Fig. 1: nets reached from selected ports
Scale bar: 50 um.
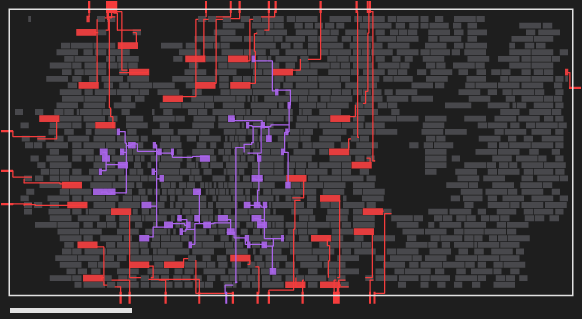
Fig. 2: a small window of the routed layout
Scale bar: 10 um. Region (45, 17) to (70, 42) um. Cells in gray, sequential cells in the stronger gray; small squares are vias.
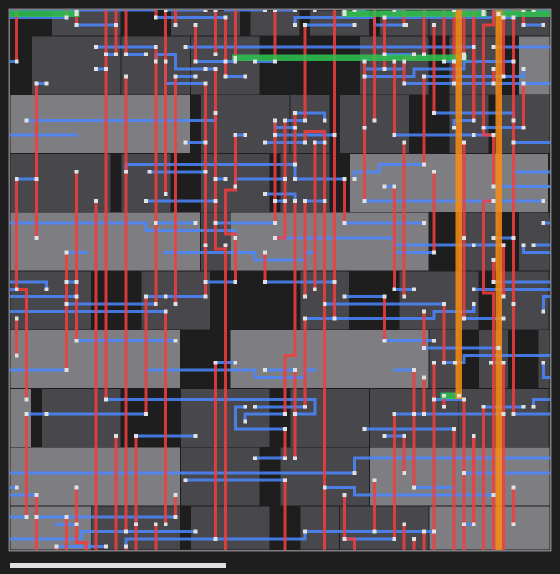
Fig. 3: where the registers sit
Scale bar: 50 um. Other sequential cells in the stronger gray, the rest of the logic in the fainter gray.
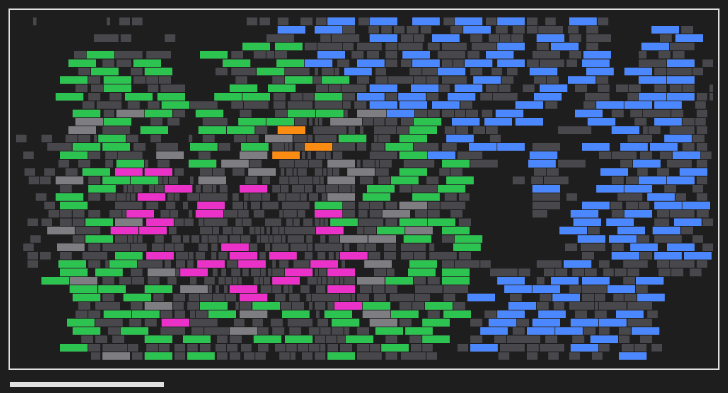
Fig. 4: congestion heat map
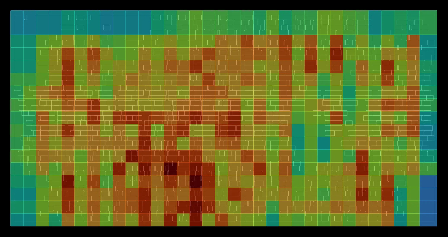
## src/rtl/fetch_stage.sv

```systemverilog
// RV32I instruction-fetch front end: fetch PC, one-deep imem request pipe, instr/PC FIFO, redirect flush.
// Define FETCH_PERF_EN to add the perf_fetched / perf_stall counter outputs.
module fetch_stage #(
  parameter int unsigned DEPTH    = 4,
  parameter logic [31:0] RESET_PC = 32'h0000_0000
) (
  input  logic        clk,
  input  logic        reset,
  output logic        imem_req,
  output logic [31:0] imem_addr,
  input  logic [31:0] imem_rdata,
  input  logic        redirect_valid,
  input  logic [31:0] redirect_pc,
  output logic        out_valid,
  input  logic        out_ready,
  output logic [31:0] out_instr,
  output logic [31:0] out_pc
`ifdef FETCH_PERF_EN
  ,
  output logic [31:0] perf_fetched,
  output logic [31:0] perf_stall
`endif
);

  localparam int unsigned PW = $clog2(DEPTH);
  localparam int unsigned CW = PW + 1;

  logic [31:0]   fetch_pc_q, fetch_pc_d;
  logic          inflight_q, inflight_d;
  logic [31:0]   inflight_pc_q, inflight_pc_d;
  logic [CW-1:0] count_q, count_d;
  logic [PW-1:0] rd_ptr_q, rd_ptr_d;
  logic [PW-1:0] wr_ptr_q, wr_ptr_d;
  logic [31:0]   instr_q [DEPTH];
  logic [31:0]   pc_q    [DEPTH];

  logic          push, pop, issue;
  logic [CW:0]   used;

  always_comb begin
    pop  = (count_q != '0) && out_ready && !redirect_valid;
    push = inflight_q && !redirect_valid;
    // A pop this cycle hands its slot straight back to the issue credit.
    used  = {1'b0, count_q} + {{CW{1'b0}}, inflight_q} - {{CW{1'b0}}, pop};
    issue = reset && !redirect_valid && (32'(used) < DEPTH);

    fetch_pc_d    = fetch_pc_q;
    inflight_d    = issue;
    inflight_pc_d = inflight_pc_q;
    count_d       = count_q;
    rd_ptr_d      = rd_ptr_q;
    wr_ptr_d      = wr_ptr_q;

    if (redirect_valid) begin
      fetch_pc_d = redirect_pc & 32'hFFFF_FFFC;
      count_d    = '0;
      rd_ptr_d   = '0;
      wr_ptr_d   = '0;
    end else begin
      if (issue) begin
        fetch_pc_d    = fetch_pc_q + 32'd4;
        inflight_pc_d = fetch_pc_q;
      end
      if (push) wr_ptr_d = wr_ptr_q + PW'(1);
      if (pop)  rd_ptr_d = rd_ptr_q + PW'(1);
      case ({push, pop})
        2'b10:   count_d = count_q + CW'(1);
        2'b01:   count_d = count_q - CW'(1);
        default: count_d = count_q;
      endcase
    end
  end

  always_ff @(posedge clk or negedge reset) begin
    if (!reset) begin
      fetch_pc_q    <= RESET_PC & 32'hFFFF_FFFC;
      inflight_q    <= 1'b0;
      inflight_pc_q <= '0;
      count_q       <= '0;
      rd_ptr_q      <= '0;
      wr_ptr_q      <= '0;
      for (int unsigned i = 0; i < DEPTH; i++) begin
        instr_q[i] <= '0;
        pc_q[i]    <= '0;
      end
    end else begin
      fetch_pc_q    <= fetch_pc_d;
      inflight_q    <= inflight_d;
      inflight_pc_q <= inflight_pc_d;
      count_q       <= count_d;
      rd_ptr_q      <= rd_ptr_d;
      wr_ptr_q      <= wr_ptr_d;
      if (push) begin
        instr_q[wr_ptr_q] <= imem_rdata;
        pc_q[wr_ptr_q]    <= inflight_pc_q;
      end
    end
  end

  assign imem_req  = issue;
  assign imem_addr = fetch_pc_q;
  assign out_valid = (count_q != '0);
  assign out_instr = instr_q[rd_ptr_q];
  assign out_pc    = pc_q[rd_ptr_q];

`ifdef FETCH_PERF_EN
  logic [31:0] perf_fetched_q, perf_stall_q;

  always_ff @(posedge clk or negedge reset) begin
    if (!reset) begin
      perf_fetched_q <= '0;
      perf_stall_q   <= '0;
    end else begin
      if (pop)                     perf_fetched_q <= perf_fetched_q + 32'd1;
      if (out_valid && !out_ready) perf_stall_q   <= perf_stall_q + 32'd1;
    end
  end

  assign perf_fetched = perf_fetched_q;
  assign perf_stall   = perf_stall_q;
`endif

endmodule

```

## config.mk

```make
export PLATFORM = sky130hd
export DESIGN_NAME = fetch_stage
export DESIGN_NICKNAME = d
export VERILOG_FILES = /design/src/rtl/fetch_stage.sv
export SDC_FILE = /design/constraint.sdc
export NUM_CORES = 1
export LEC_CHECK = 0
export CAP_MARGIN = 20
export CORE_ASPECT_RATIO = 0.5
export CORE_MARGIN = 1.5
export CORE_UTILIZATION = 55
export CTS_CLUSTER_SIZE = 16
export DETAILED_ROUTE_END_ITERATION = 8
export HOLD_SLACK_MARGIN = 0.12
export MAX_ROUTING_LAYER = met4
export PLACE_DENSITY = 0.88
export SYNTH_ARGS = -nofsm -noshare
export SYNTH_HDL_FRONTEND = slang
export SYNTH_SLANG_ARGS = --single-unit
```

## constraint.sdc

```tcl
create_clock -name clk -period 4.7 [get_ports clk]
set_input_delay 0.94 -clock clk [delete_from_list [all_inputs] [get_ports clk]]
set_output_delay 0.94 -clock clk [all_outputs]
set_load 0.03 [all_outputs]
```

==> impl_metrics.env <==
# flow metrics
export IMPL_status="completed"
export IMPL_sequentialPower_w=0.00436
export IMPL_ys_ff=316
export IMPL_ys_sh_aoi_pct=2.99
export IMPL_routed_wl_met3_um=1040
export IMPL_tightest_slew_ps=1090
export IMPL_die_w_um=230
export IMPL_nWellTaps=344
export IMPL_r2r_cells=10
export IMPL_start_kind="flip-flop"
export IMPL_drv_slew=0
export IMPL_synth_edff_count=0
export IMPL_adder_share_pct=0.847
export IMPL_power_total_w=0.0113
export IMPL_largest_register_ffs=128
export IMPL_fmax_mhz=235
export IMPL_r2r_setup_slack_ps=1100
export IMPL_maxCapViolCount=0
export IMPL_endpoint_kind="output port"
export IMPL_nFillCells=1693
export IMPL_place_inst=1389
export IMPL_syn2layout_area_growth_pct=20.9
export IMPL_post_cts_buffers=0
export IMPL_critical_path_depth=10
export IMPL_tns_ps=0
export IMPL_synth_cell_types=49
export IMPL_ys_cells=928
export IMPL_yosys_top_cells_count="316 x dfrtp_1, 278 x mux2_2, 62 x mux4_2"
export IMPL_drive_gt1_share_pct=38.5
export IMPL_sequentialPowerShare_pct=38.7
export IMPL_r2r_start="count_q[1]$_DFFE_PN0P_"
export IMPL_drt_iter0_drc=513
export IMPL_cts_hold_buffers=0
export IMPL_top_cell="dfrtp_1"
export IMPL_whs_ps=298
Notes on Fig. 1 above:
[`out_pc`] red | bits: 32 | direction: output | end cells: 32 | buffers: 30 | wire: 1040 um
[`redirect_valid`] purple | bits: 1 | direction: input | end cells: 61 | buffers: 2 | wire: 544 um

Notes on Fig. 2 above:
[M4] orange
[M2] red
[M1] blue
[M3] green
cells with their middle in the window: 44
netlist names of flops here include: `imem_addr` (3), `inflight_pc_q` (3), `pc_q` (3)
most frequent: mux2_2 (9), dfrtp_1 (9), clkdlybuf4s50_1 (4)
sequential cells in the window: 9

Notes on Fig. 3 above:
[`instr_q`] blue | placed flops: 128
[`imem_addr`] magenta | placed flops: 30
[`pc_q`] green | placed flops: 120
[`count_q`] orange | placed flops: 3
not colored: 35

Notes on Fig. 4 above:
met1 GRT Util: 31.9%
met2 Resource Use GR: 41.6%
Final Core Density: 67.8%
met3 Usage GRT: 3.86%

